$ cat src/rtl/branch_predictor_if.sv
// Pipeline <-> branch predictor signal bundle: IF lookup, EX resolution/redirect, statistics.
interface branch_predictor_if #(
  parameter int unsigned STAT_W = 16
);
  logic [31:0]       pc_if;
  logic              taken_if;
  logic [31:0]       pc_ex;
  logic [31:0]       target_ex;
  logic              bp_isbranch_ex;
  logic              bp_taken_ex;
  logic              actual_taken_ex;
  logic              valid_ex;
  logic              redirect;
  logic [31:0]       redirect_pc;
  logic [STAT_W-1:0] branch_cnt;
  logic [STAT_W-1:0] miss_cnt;

  modport master (
    output pc_if, pc_ex, target_ex, bp_isbranch_ex, bp_taken_ex, actual_taken_ex, valid_ex,
    input  taken_if, redirect, redirect_pc, branch_cnt, miss_cnt
  );

  modport slave (
    input  pc_if, pc_ex, target_ex, bp_isbranch_ex, bp_taken_ex, actual_taken_ex, valid_ex,
    output taken_if, redirect, redirect_pc, branch_cnt, miss_cnt
  );
endinterface

$ cat src/rtl/branch_predictor.sv
// 2-bit saturating-counter branch predictor with EX-stage resolution, redirect and
// saturating branch/miss statistics.
module branch_predictor #(
  parameter int unsigned IDX_W    = 6,
  parameter logic [1:0]  CNT_INIT = 2'b01,
  parameter int unsigned STAT_W   = 16
) (
  input logic               clock,
  input logic               reset_0,
  branch_predictor_if.slave bp
);
  localparam int unsigned DEPTH = 1 << IDX_W;

  logic [1:0]        table_q [DEPTH];
  logic [IDX_W-1:0]  idx_if;
  logic [IDX_W-1:0]  idx_ex;
  logic              res;
  logic              miss;
  logic [31:0]       fallthru_pc;
  logic [STAT_W-1:0] branch_cnt_q;
  logic [STAT_W-1:0] miss_cnt_q;
  logic              unused_pc_bits;

  assign idx_if = bp.pc_if[IDX_W+1:2];
  assign idx_ex = bp.pc_ex[IDX_W+1:2];
  assign unused_pc_bits = &{1'b0, bp.pc_if[31:IDX_W+2], bp.pc_if[1:0]};

  always_comb begin
    res         = bp.valid_ex & bp.bp_isbranch_ex;
    miss        = res & (bp.bp_taken_ex != bp.actual_taken_ex);
    fallthru_pc = bp.pc_ex + 32'd4;
  end

  // Lookup reads the registered table only, so a same-cycle write is not bypassed.
  assign bp.taken_if    = table_q[idx_if][1];
  assign bp.redirect    = miss;
  assign bp.redirect_pc = bp.actual_taken_ex ? bp.target_ex : fallthru_pc;
  assign bp.branch_cnt  = branch_cnt_q;
  assign bp.miss_cnt    = miss_cnt_q;

  always_ff @(posedge clock or negedge reset_0) begin
    if (!reset_0) begin
      for (int unsigned i = 0; i < DEPTH; i++) begin
        table_q[i] <= CNT_INIT;
      end
      branch_cnt_q <= '0;
      miss_cnt_q   <= '0;
    end else begin
      if (res) begin
        if (bp.actual_taken_ex) begin
          if (table_q[idx_ex] != 2'b11) table_q[idx_ex] <= table_q[idx_ex] + 2'd1;
        end else begin
          if (table_q[idx_ex] != 2'b00) table_q[idx_ex] <= table_q[idx_ex] - 2'd1;
        end
        if (branch_cnt_q != '1) branch_cnt_q <= branch_cnt_q + 1'b1;
      end
      if (miss && (miss_cnt_q != '1)) miss_cnt_q <= miss_cnt_q + 1'b1;
    end
  end
endmodule

$ cat src/flat_wrapper.sv
// flat-port wrapper written by rule: the top's interface ports become plain ports
module branch_predictor_flat 
#(
  parameter int unsigned IDX_W    = 6,
  parameter logic [1:0]  CNT_INIT = 2'b01,
  parameter int unsigned STAT_W   = 16
)
  (clock, reset_0, bp_pc_if, bp_pc_ex, bp_target_ex, bp_bp_isbranch_ex, bp_bp_taken_ex, bp_actual_taken_ex, bp_valid_ex, bp_taken_if, bp_redirect, bp_redirect_pc, bp_branch_cnt, bp_miss_cnt);
  branch_predictor_if #(.STAT_W(STAT_W)) bp_i ();
  input logic clock;
  input logic reset_0;
  input wire logic [$bits(bp_i.pc_if)-1:0] bp_pc_if;
  input wire logic [$bits(bp_i.pc_ex)-1:0] bp_pc_ex;
  input wire logic [$bits(bp_i.target_ex)-1:0] bp_target_ex;
  input wire logic [$bits(bp_i.bp_isbranch_ex)-1:0] bp_bp_isbranch_ex;
  input wire logic [$bits(bp_i.bp_taken_ex)-1:0] bp_bp_taken_ex;
  input wire logic [$bits(bp_i.actual_taken_ex)-1:0] bp_actual_taken_ex;
  input wire logic [$bits(bp_i.valid_ex)-1:0] bp_valid_ex;
  output wire logic [$bits(bp_i.taken_if)-1:0] bp_taken_if;
  output wire logic [$bits(bp_i.redirect)-1:0] bp_redirect;
  output wire logic [$bits(bp_i.redirect_pc)-1:0] bp_redirect_pc;
  output wire logic [$bits(bp_i.branch_cnt)-1:0] bp_branch_cnt;
  output wire logic [$bits(bp_i.miss_cnt)-1:0] bp_miss_cnt;
  assign bp_i.pc_if = bp_pc_if;
  assign bp_i.pc_ex = bp_pc_ex;
  assign bp_i.target_ex = bp_target_ex;
  assign bp_i.bp_isbranch_ex = bp_bp_isbranch_ex;
  assign bp_i.bp_taken_ex = bp_bp_taken_ex;
  assign bp_i.actual_taken_ex = bp_actual_taken_ex;
  assign bp_i.valid_ex = bp_valid_ex;
  assign bp_taken_if = bp_i.taken_if;
  assign bp_redirect = bp_i.redirect;
  assign bp_redirect_pc = bp_i.redirect_pc;
  assign bp_branch_cnt = bp_i.branch_cnt;
  assign bp_miss_cnt = bp_i.miss_cnt;
  branch_predictor #(.IDX_W(IDX_W), .CNT_INIT(CNT_INIT), .STAT_W(STAT_W)) u_core (.clock(clock), .reset_0(reset_0), .bp(bp_i));
endmodule
$ cat config.mk
export PLATFORM = sky130hd
export DESIGN_NAME = branch_predictor_flat
export DESIGN_NICKNAME = d
export VERILOG_FILES = /design/src/rtl/branch_predictor_if.sv /design/src/rtl/branch_predictor.sv /design/src/flat_wrapper.sv
export SDC_FILE = /design/constraint.sdc
export NUM_CORES = 1
export LEC_CHECK = 0
export ABC_CLOCK_PERIOD_IN_PS = 6600
export CORE_MARGIN = 1.5
export CORE_UTILIZATION = 50
export CTS_CLUSTER_SIZE = 16
export DETAILED_ROUTE_END_ITERATION = 10
export PLACE_DENSITY_LB_ADDON = 0.2
export REMOVE_ABC_BUFFERS = 1
export SLEW_MARGIN = 0
export SYNTH_ARGS = -nofsm -noshare
export SYNTH_HDL_FRONTEND = slang
export SYNTH_SLANG_ARGS = --single-unit
$ cat constraint.sdc
create_clock -name clock -period 6.6 [get_ports clock]
set_input_delay 1.65 -clock clock [delete_from_list [all_inputs] [get_ports clock]]
set_output_delay 1.65 -clock clock [all_outputs]
set_load 0.005 [all_outputs]
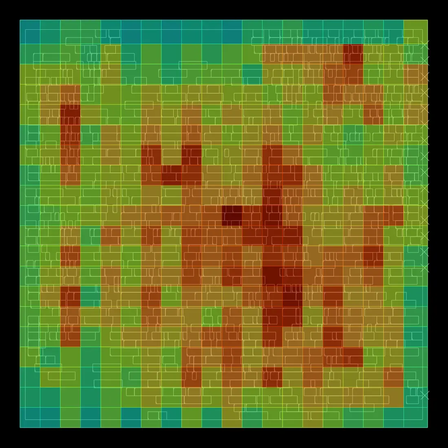
(congestion heat map)
met3 track demand over resource: 5.85%
met2 Resource Use GR: 43.0%

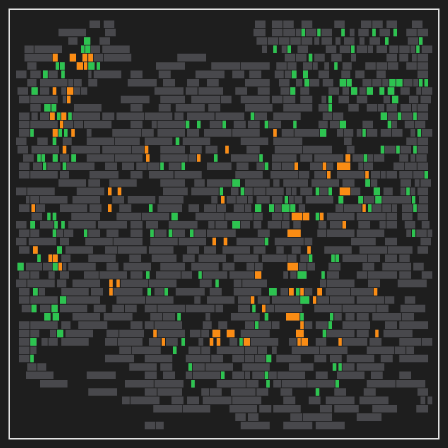
(gate-type map)
nand cells -> green  # cells 161, where widely spread
nor cells -> orange  # cells 71
dominant logic cell type in the layout: sky130_fd_sc_hd__clkdlybuf4s50_1
multi-input gate share of total cell area: 42.7%

==> out/metrics.cfg <==
[worst_hold_path]
min-delay-start=u_core.bp.miss_cnt[11]
worst_hold_depth=1
min_delay_worst_endpoint=u_core.bp.miss_cnt[11]

[pwr]
pwr-share-clk_pct=37.0
top_power_group=sequential cells
p_comb_share_pct=19.0
power.share.sequential_pct=43.9
p_sw_mw=0.763
p_leak_nw=4.82

[run_status]
outcome=finished, violations left
violations=DRC

[global_route]
grt_first_pass_wirelength_um=39200

[cts]
ctsHtreeMaxLevel=4
cts_root_buffer=sky130_fd_sc_hd__clkbuf_16
cts_hold_repair.buffers=0
post-cts-setup-buffers=0
max-clock-path-buffers=2

[drt]
route.layer.met1.wl_um=10200
drc=16
drt_iter0_drc=493
top_layer_used=met4
via_per_inst=5.95
count_of_vias_placed_by_the_detailed_router=7069

[worst_setup_path]
worstPathCellList=clkdlybuf4s50_1 > buf_12 > mux4_2 > nor2b_1 > a211oi_1 > a2111oi_0 > or4_1 > clkdlybuf4s50_1
setup.worst_path.class=input pin to output port
path_depth=8
crit_path_frequent_cell=sky130_fd_sc_hd__clkdlybuf4s50_1
critical-path-top-delay-family=buffers and inverters
worst_path_buffer_plus_inverter_count=3
cp_max_fo=15

[synthesis]
synth_dominant_cell_count=sky130_fd_sc_hd__mux2_2
ys_seq_share_pct=44.0
synth-edff-count=0
synthAdderAreaFrac_pct=0.674

[timing]
worst_clock_skew_ns=0.0155
fin_worst_hold_slack_ns=0.490
final-setup-viol-count=0
rsz0062_at_grt=no

[layout]
mostFrequentLayoutCells=sky130_fd_sc_hd__clkdlybuf4s50_1, sky130_fd_sc_hd__mux2_2, sky130_fd_sc_hd__nand2_1
synthToLayoutAreaGrowth_pct=25.2
fillerInstances=1425

[place]
dpl-instance-area_sq_um=11000

[die]
floorplan.tapcells=229
fp_util_pct=51.3

[job]
max_cap_violations=0

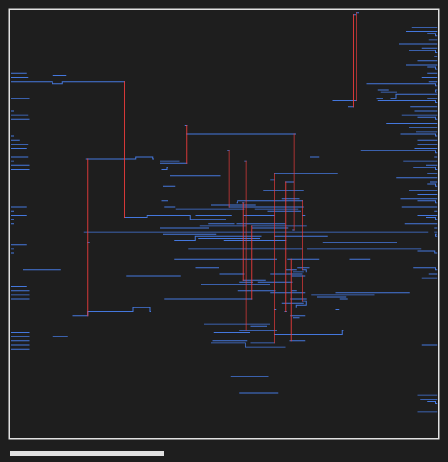
(signal wires by layer)
Scale bar: 50 um. Two of the layers only.
M3 -> blue  # wire length 1810 um
M4 -> red  # wire length 474 um
drt wl/cell: 20.4 um
total track usage: 25.9%
Post-Route WL: 24200 um

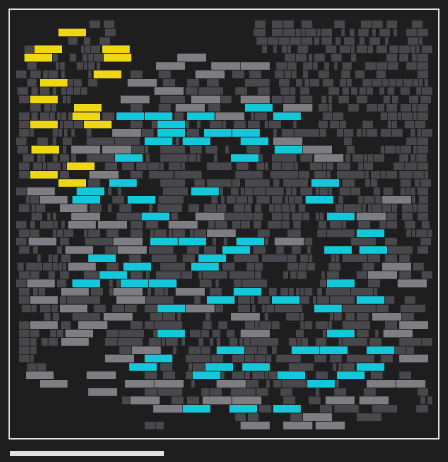
(sequential cells coloured by netlist name)
Scale bar: 50 um. Other sequential cells in the stronger grey, the rest of the logic in the fainter grey.
u_core.table_q -> cyan  # flops 64
u_core.bp.branch_cnt -> yellow  # flops 16, where north-west
not coloured = 80
Final Core Density: 64.3%
flip-flop and latch area: 4080 sq um
sequential cell power: 1.22 mW

Power figures rest on the tool's default switching activity, not on a simulated workload.
